**Clock network drawn from the DEF**

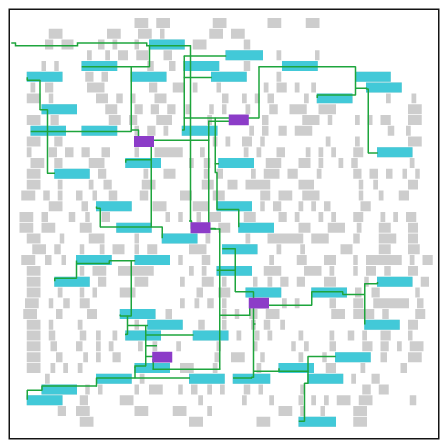
**Placed standard cells**

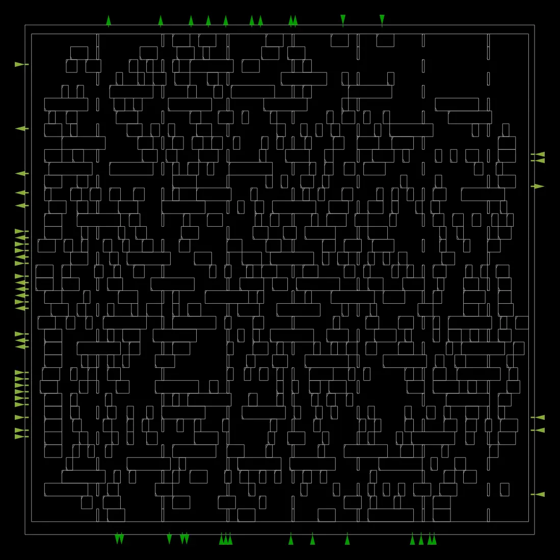
**Pin map**

Pins as bars across the die edge, other pins in gray.
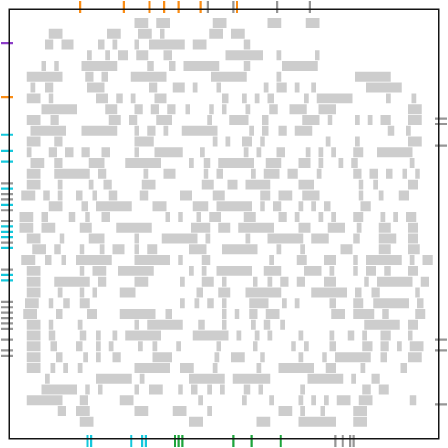
**I/O nets highlighted**

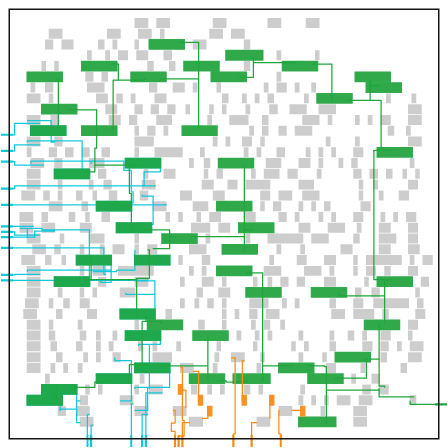
**Metal layers overlaid**

Scale bar: 20 um.
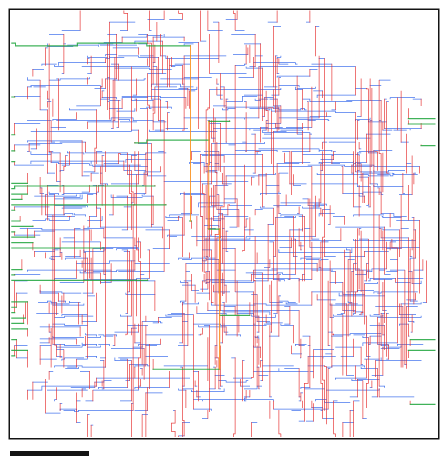
File: src/rtl/ds_strobe_sched_pkg.sv
// Shared types and constants for the FSK demodulator decimation scheduler.
// Holds the state encoding, reset defaults, gain and saturation limits.
package fsk_ds_pkg;

    localparam int DATA_W     = 16;
    localparam int PHASE_W    = 6;
    localparam int DEF_OFFSET = 4;
    localparam int DEF_PERIOD = 32;
    localparam int GAIN_SHIFT = 3;

    localparam logic signed [DATA_W-1:0] MAX_POS = {1'b0, {(DATA_W-1){1'b1}}};
    localparam logic signed [DATA_W-1:0] MAX_NEG = {1'b1, {(DATA_W-1){1'b0}}};

    typedef enum logic [1:0] {
        ST_IDLE  = 2'd0,
        ST_ALIGN = 2'd1,
        ST_RUN   = 2'd2
    } state_t;

    // Returns {adv_pend, ret_pend}; opposite requests cancel and repeats are dropped.
    function automatic logic [1:0] apply_nudge(input logic adv_pend,
                                               input logic ret_pend,
                                               input logic adv_req,
                                               input logic ret_req);
        logic [1:0] result;
        result = {adv_pend, ret_pend};
        if (adv_req && !ret_req) begin
            result = ret_pend ? 2'b00 : 2'b10;
        end else if (ret_req && !adv_req) begin
            result = adv_pend ? 2'b00 : 2'b01;
        end
        return result;
    endfunction

endpackage

File: src/rtl/ds_strobe_sched_if.sv
// Sample, configuration and nudge bundle between the timing loop and the scheduler.
// The master drives samples and requests; the slave (scheduler) returns captures.
interface ds_strobe_sched_if #(
    parameter int DW    = 16,
    parameter int CNT_W = 6
);
    logic                 enable;
    logic                 cfg_valid;
    logic                 cfg_ready;
    logic [CNT_W-1:0]     cfg_offset;
    logic [CNT_W-1:0]     cfg_period;
    logic                 adv_req;
    logic                 ret_req;
    logic signed [DW-1:0] x;
    logic signed [DW-1:0] y;
    logic                 y_valid;
    logic                 busy;
    logic [7:0]           samp_cnt;

    modport master (
        output enable, cfg_valid, cfg_offset, cfg_period, adv_req, ret_req, x,
        input  cfg_ready, y, y_valid, busy, samp_cnt
    );

    modport slave (
        input  enable, cfg_valid, cfg_offset, cfg_period, adv_req, ret_req, x,
        output cfg_ready, y, y_valid, busy, samp_cnt
    );
endinterface

File: src/rtl/ds_strobe_sched_sat_shift.sv
// Combinational arithmetic left shift that clamps to the signed range
// instead of wrapping when the gained sample no longer fits in DW bits.
module ds_sat_shift #(
    parameter int DW         = fsk_ds_pkg::DATA_W,
    parameter int GAIN_SHIFT = fsk_ds_pkg::GAIN_SHIFT
) (
    input  logic signed [DW-1:0] i_x,
    output logic signed [DW-1:0] o_y
);
    import fsk_ds_pkg::*;

    logic signed [DW+GAIN_SHIFT-1:0] w_wide;
    logic        [GAIN_SHIFT:0]      w_top;

    assign w_wide = {{GAIN_SHIFT{i_x[DW-1]}}, i_x} <<< GAIN_SHIFT;
    assign w_top  = w_wide[DW+GAIN_SHIFT-1:DW-1];

    // The result fits only when the discarded bits all match the new sign bit.
    always_comb begin
        o_y = w_wide[DW-1:0];
        if (!(&w_top) && (|w_top)) begin
            o_y = w_top[GAIN_SHIFT] ? MAX_NEG : MAX_POS;
        end
    end

endmodule

File: src/rtl/ds_strobe_sched.sv
// Decimation strobe scheduler: waits out a phase offset, then captures one
// gained sample per symbol period, honouring one-clock nudges from timing recovery.
module ds_strobe_sched
    import fsk_ds_pkg::*;
#(
    parameter int DW    = DATA_W,
    parameter int CNT_W = PHASE_W
) (
    input logic             i_clk,
    input logic             i_rst_n,
    ds_strobe_sched_if.slave bus
);

    state_t               r_state;
    logic [CNT_W-1:0]     r_cnt;
    logic [CNT_W-1:0]     r_off;
    logic [CNT_W-1:0]     r_per;
    logic                 r_adv_pend;
    logic                 r_ret_pend;
    logic signed [DW-1:0] r_y;
    logic                 r_y_valid;
    logic                 r_busy;
    logic                 r_cfg_ready;
    logic [7:0]           r_samp_cnt;

    logic [CNT_W-1:0]     w_term;
    logic signed [DW-1:0] w_scaled;

    ds_sat_shift #(
        .DW         (DW),
        .GAIN_SHIFT (GAIN_SHIFT)
    ) u_sat (
        .i_x (bus.x),
        .o_y (w_scaled)
    );

    always_comb begin
        w_term = r_per - CNT_W'(1);
        if (r_adv_pend) begin
            w_term = r_per - CNT_W'(2);
        end else if (r_ret_pend) begin
            w_term = r_per;
        end
    end

    // A nudge landing after the shortened terminal has passed still ends the
    // period at the next edge, hence >= rather than == in RUN.
    always_ff @(posedge i_clk or negedge i_rst_n) begin
        if (!i_rst_n) begin
            r_state     <= ST_IDLE;
            r_cnt       <= '0;
            r_off       <= CNT_W'(DEF_OFFSET);
            r_per       <= CNT_W'(DEF_PERIOD);
            r_adv_pend  <= 1'b0;
            r_ret_pend  <= 1'b0;
            r_y         <= '0;
            r_y_valid   <= 1'b0;
            r_busy      <= 1'b0;
            r_cfg_ready <= 1'b1;
            r_samp_cnt  <= '0;
        end else begin
            r_y_valid <= 1'b0;
            case (r_state)
                ST_IDLE: begin
                    if (bus.cfg_valid) begin
                        r_off <= bus.cfg_offset;
                        r_per <= (bus.cfg_period < CNT_W'(2)) ? CNT_W'(2) : bus.cfg_period;
                    end
                    if (bus.enable) begin
                        r_state     <= ST_ALIGN;
                        r_cnt       <= '0;
                        r_adv_pend  <= 1'b0;
                        r_ret_pend  <= 1'b0;
                        r_busy      <= 1'b1;
                        r_cfg_ready <= 1'b0;
                    end
                end
                ST_ALIGN: begin
                    if (!bus.enable) begin
                        r_state     <= ST_IDLE;
                        r_cnt       <= '0;
                        r_busy      <= 1'b0;
                        r_cfg_ready <= 1'b1;
                    end else begin
                        {r_adv_pend, r_ret_pend} <= apply_nudge(r_adv_pend, r_ret_pend,
                                                                bus.adv_req, bus.ret_req);
                        if (r_cnt == r_off) begin
                            r_y        <= w_scaled;
                            r_y_valid  <= 1'b1;
                            r_samp_cnt <= r_samp_cnt + 8'd1;
                            r_cnt      <= '0;
                            r_state    <= ST_RUN;
                        end else begin
                            r_cnt <= r_cnt + CNT_W'(1);
                        end
                    end
                end
                ST_RUN: begin
                    if (!bus.enable) begin
                        r_state     <= ST_IDLE;
                        r_cnt       <= '0;
                        r_busy      <= 1'b0;
                        r_cfg_ready <= 1'b1;
                    end else if (r_cnt >= w_term) begin
                        r_y        <= w_scaled;
                        r_y_valid  <= 1'b1;
                        r_samp_cnt <= r_samp_cnt + 8'd1;
                        r_cnt      <= '0;
                        {r_adv_pend, r_ret_pend} <= apply_nudge(1'b0, 1'b0,
                                                                bus.adv_req, bus.ret_req);
                    end else begin
                        r_cnt <= r_cnt + CNT_W'(1);
                        {r_adv_pend, r_ret_pend} <= apply_nudge(r_adv_pend, r_ret_pend,
                                                                bus.adv_req, bus.ret_req);
                    end
                end
                default: begin
                    r_state     <= ST_IDLE;
                    r_busy      <= 1'b0;
                    r_cfg_ready <= 1'b1;
                end
            endcase
        end
    end

    assign bus.y         = r_y;
    assign bus.y_valid   = r_y_valid;
    assign bus.busy      = r_busy;
    assign bus.cfg_ready = r_cfg_ready;
    assign bus.samp_cnt  = r_samp_cnt;

endmodule

File: src/flat_wrapper.sv
// flat-port wrapper written by rule: the top's interface ports become plain ports
module ds_strobe_sched_flat import fsk_ds_pkg::*;
#(
    parameter int DW    = DATA_W,
    parameter int CNT_W = PHASE_W
)
  (i_clk, i_rst_n, bus_enable, bus_cfg_valid, bus_cfg_offset, bus_cfg_period, bus_adv_req, bus_ret_req, bus_x, bus_cfg_ready, bus_y, bus_y_valid, bus_busy, bus_samp_cnt);
  ds_strobe_sched_if #(.DW(DW), .CNT_W(CNT_W)) bus_i ();
  input logic i_clk;
  input logic i_rst_n;
  input wire logic [$bits(bus_i.enable)-1:0] bus_enable;
  input wire logic [$bits(bus_i.cfg_valid)-1:0] bus_cfg_valid;
  input wire logic [$bits(bus_i.cfg_offset)-1:0] bus_cfg_offset;
  input wire logic [$bits(bus_i.cfg_period)-1:0] bus_cfg_period;
  input wire logic [$bits(bus_i.adv_req)-1:0] bus_adv_req;
  input wire logic [$bits(bus_i.ret_req)-1:0] bus_ret_req;
  input wire logic [$bits(bus_i.x)-1:0] bus_x;
  output wire logic [$bits(bus_i.cfg_ready)-1:0] bus_cfg_ready;
  output wire logic [$bits(bus_i.y)-1:0] bus_y;
  output wire logic [$bits(bus_i.y_valid)-1:0] bus_y_valid;
  output wire logic [$bits(bus_i.busy)-1:0] bus_busy;
  output wire logic [$bits(bus_i.samp_cnt)-1:0] bus_samp_cnt;
  assign bus_i.enable = bus_enable;
  assign bus_i.cfg_valid = bus_cfg_valid;
  assign bus_i.cfg_offset = bus_cfg_offset;
  assign bus_i.cfg_period = bus_cfg_period;
  assign bus_i.adv_req = bus_adv_req;
  assign bus_i.ret_req = bus_ret_req;
  assign bus_i.x = bus_x;
  assign bus_cfg_ready = bus_i.cfg_ready;
  assign bus_y = bus_i.y;
  assign bus_y_valid = bus_i.y_valid;
  assign bus_busy = bus_i.busy;
  assign bus_samp_cnt = bus_i.samp_cnt;
  ds_strobe_sched #(.DW(DW), .CNT_W(CNT_W)) u_core (.i_clk(i_clk), .i_rst_n(i_rst_n), .bus(bus_i));
endmodule
File: config.mk
export PLATFORM = sky130hd
export DESIGN_NAME = ds_strobe_sched_flat
export DESIGN_NICKNAME = d
export VERILOG_FILES = /design/src/rtl/ds_strobe_sched_pkg.sv /design/src/rtl/ds_strobe_sched_if.sv /design/src/rtl/ds_strobe_sched_sat_shift.sv /design/src/rtl/ds_strobe_sched.sv /design/src/flat_wrapper.sv
export SDC_FILE = /design/constraint.sdc
export NUM_CORES = 1
export LEC_CHECK = 0
export ABC_AREA = 1
export CELL_PAD_IN_SITES_DETAIL_PLACEMENT = 2
export CELL_PAD_IN_SITES_GLOBAL_PLACEMENT = 2
export CORE_UTILIZATION = 25
export DETAILED_ROUTE_END_ITERATION = 8
export HOLD_SLACK_MARGIN = 0.03
export PLACE_DENSITY_LB_ADDON = 0.1
export SLEW_MARGIN = 40
export SYNTH_ARGS = -nofsm -noshare
export SYNTH_HDL_FRONTEND = slang
export SYNTH_SLANG_ARGS = --single-unit
File: constraint.sdc
create_clock -name i_clk -period 2.4 [get_ports i_clk]
set_clock_uncertainty 0.2 [all_clocks]
set_input_delay 0.6 -clock i_clk [delete_from_list [all_inputs] [get_ports i_clk]]
set_output_delay 0.6 -clock i_clk [all_outputs]
set_load 0.01 [all_outputs]
==> results.sh <==
# flow metrics
export IMPL_status="complete, but fails checks"
export IMPL_violations="negative setup slack"
export IMPL_final_common_cell="nand2_1"
export IMPL_mux_share=0
export IMPL_swShare=0.4504
export IMPL_cts_tree="built"
export IMPL_crit_path_end="u_core.bus.y[3]"
export IMPL_worst_pin_slew_ns=0.4559
export IMPL_worstPathMaxFanout=8
export IMPL_final_cell_mix="116 x nand2_1, 59 x clkdlybuf4s50_1, 44 x dfrtp_1"
export IMPL_total_power_mw=4.902
export IMPL_grt_overflow=0
export IMPL_warnings=33
export IMPL_cts_sinks=47
export IMPL_seq_power_mw=1.38
export IMPL_grt_pass1_vias=3074
export IMPL_grt_pass1_wl_um=14600
export IMPL_min_period_ns=2.578
export IMPL_place_hpwl_um=6580
export IMPL_critPathLaunch="u_core.r_per[1]"
export IMPL_m1WireLength_um=3771
export IMPL_clock_area_frac=0.01984
export IMPL_worst_path_stages=15
export IMPL_dr_wl_met3_um=326
export IMPL_nets=507
export IMPL_top_usage_layer="met2"
export IMPL_cp_num_buf_inv=3
export IMPL_hold_path_class="in -> async"
export IMPL_drc=0
export IMPL_synth_flops=47
export IMPL_fin_crit_sh=1.074
export IMPL_synth_adder_area_share=0.06684
export IMPL_logic_area_um2=1585
export IMPL_fin_area_um2=4036
export IMPL_numCtsBuffers=5
export IMPL_core_util_floorplan=0.2579
export IMPL_fmax_mhz=387.9
export IMPL_r2r_end="u_core.bus.y[3]"
export IMPL_slowest_delay_ns=0.41
export IMPL_synth_cell_area_um2=2808
export IMPL_avgSynthCellArea_um2=7.548
export IMPL_use_met2=0.2966
export IMPL_dieArea_um2=11660
export IMPL_synthToLayoutAreaGrowth_pct=43.76
export IMPL_setup_viol=31
export IMPL_top_layer="met4"
export IMPL_place_area_um2=3704
export IMPL_aoi_share=0.08289
export IMPL_p_per_area_nw_per_um2=1214
export IMPL_met1_usage=0.1881
export IMPL_seq_area_frac=0.2923
export IMPL_sh_comb_area=0.3927
export IMPL_ys_seq_share=0.4202
export IMPL_insertedDiodeCount=0
export IMPL_internal_power_mw=2.694
export IMPL_clkbuf_count=8
export IMPL_taps=140
export IMPL_slew_viol_final=0
export IMPL_worst_slack_ns=-0.1777
export IMPL_power_leakage_nw=1.926
export IMPL_drt_pass1_iter_count=4
export IMPL_ys_cells=372
export IMPL_syn_inst=372
Notes on 'clock network drawn from the DEF' above:
[purple] cells driving clock nets | count: 5
[green] clock wires | length: 812 um
[cyan] flip-flops | count: 47
flops lie: all over the die
clk pwr: 0.493 mW
Latency at later pin: 0.31 ns

Notes on 'placed standard cells' above:
fin util: 0.3707
fillers: 1234
row cnt: 38
flop count: 47

Notes on 'pin map' above:
[cyan] bus_y | pins: 16 | direction: output | edge: 11 left, 5 bottom
[purple] i_clk | pins: 1 | direction: input | edge: left
[green] bus_cfg_offset | pins: 6 | direction: input | edge: bottom
[orange] bus_samp_cnt | pins: 8 | direction: output | edge: 7 top, 1 left
all pins by edge: 29 left, 15 bottom, 11 top, 6 right
die height: 108.0 um
Die Wd: 108.0 um
IO buf count: 60

Notes on 'I/O nets highlighted' above:
[orange] bus_cfg_offset | bits: 6 | direction: input | edge: bottom | end cells: 6 | buffers: 6 | wire: 104 um
[cyan] bus_y | bits: 16 | direction: output | edge: 11 left, 5 bottom | end cells: 14 | buffers: 16 | wire: 522 um
[green] i_rst_n | bits: 1 | direction: input | edge: right | end cells: 47 | buffers: 3 | wire: 554 um
Top-Level Pins: 61

Notes on 'metal layers overlaid' above:
[orange] met4 | wire length: 107 um
[red] met2 | wire length: 4530 um
[blue] met1 | wire length: 3770 um
[green] met3 | wire length: 326 um
Global Route Usage Sum: 0.1619
Routed wire per std cell: 14.58 um
routed vias: 2733
drt total wl: 8733 um

-- worst reg2reg max path, delay by kind of cell (launching register included) --
| kind | cells | cell delay [ns] |
|---|---|---|
| AND/OR/NAND/NOR | 6 | 0.48 |
| adder cells (fa/ha/maj) | 2 | 0.41 |
| XOR/XNOR | 1 | 0.20 |
| AND-OR/OR-AND | 3 | 0.36 |
| flip-flops | 1 | 0.41 |
| buffers and inverters | 3 | 0.42 |
-- synthesized netlist by cell type --
master     count  area share
nand2_1      141        0.19
dfrtp_1       44        0.39
inv_1         32       0.043
o21ai_0       21       0.037
nand3_1       20       0.036
nor2_1        16       0.021
ha_1          15       0.067
a21oi_1       10       0.018
nand2_2       10       0.022
o21ai_1        8       0.014
inv_2          7      0.0094
xor2_1         7       0.022
xnor2_1        6       0.019
nand4_1        5       0.011
clkbuf_1       4      0.0053
buf_2          3      0.0053
dfstp_2        3       0.028
nor3_1         3      0.0053
buf_4          2      0.0053
o211ai_1       2      0.0053
a21o_1         1      0.0027
and2_1         1      0.0022
buf_12         1      0.0071
buf_6          1      0.0040
inv_6          1      0.0031
nand2_4        1      0.0040
nand3_2        1      0.0036
nand3_4        1      0.0062
nor2_2         1      0.0022
nor4_1         1      0.0022
o2111ai_1      1      0.0031
o22ai_1        1      0.0022
or2_2          1      0.0022
-- state kept, by name (all words and copies together) (netlist names), 2 cells and up --
register,count
u_core.bus.y,14
u_core.bus.samp_cnt,8
u_core.r_cnt,6
u_core.r_off,6
u_core.r_per,6
u_core.r_state,2
-- through the flow --
stage	hold WS, ns	setup TNS, ns	instances
floorplan	0.1044	-0.7375	372
global placement	0.2621	-3.054	583
detailed placement	0.2704	-7.129	583
CTS	0.03491	-3.663	597
global route	0.04135	-10.25	599
finish	0.02822	-4.472	599
Power is estimated from default activity; no workload was simulated.
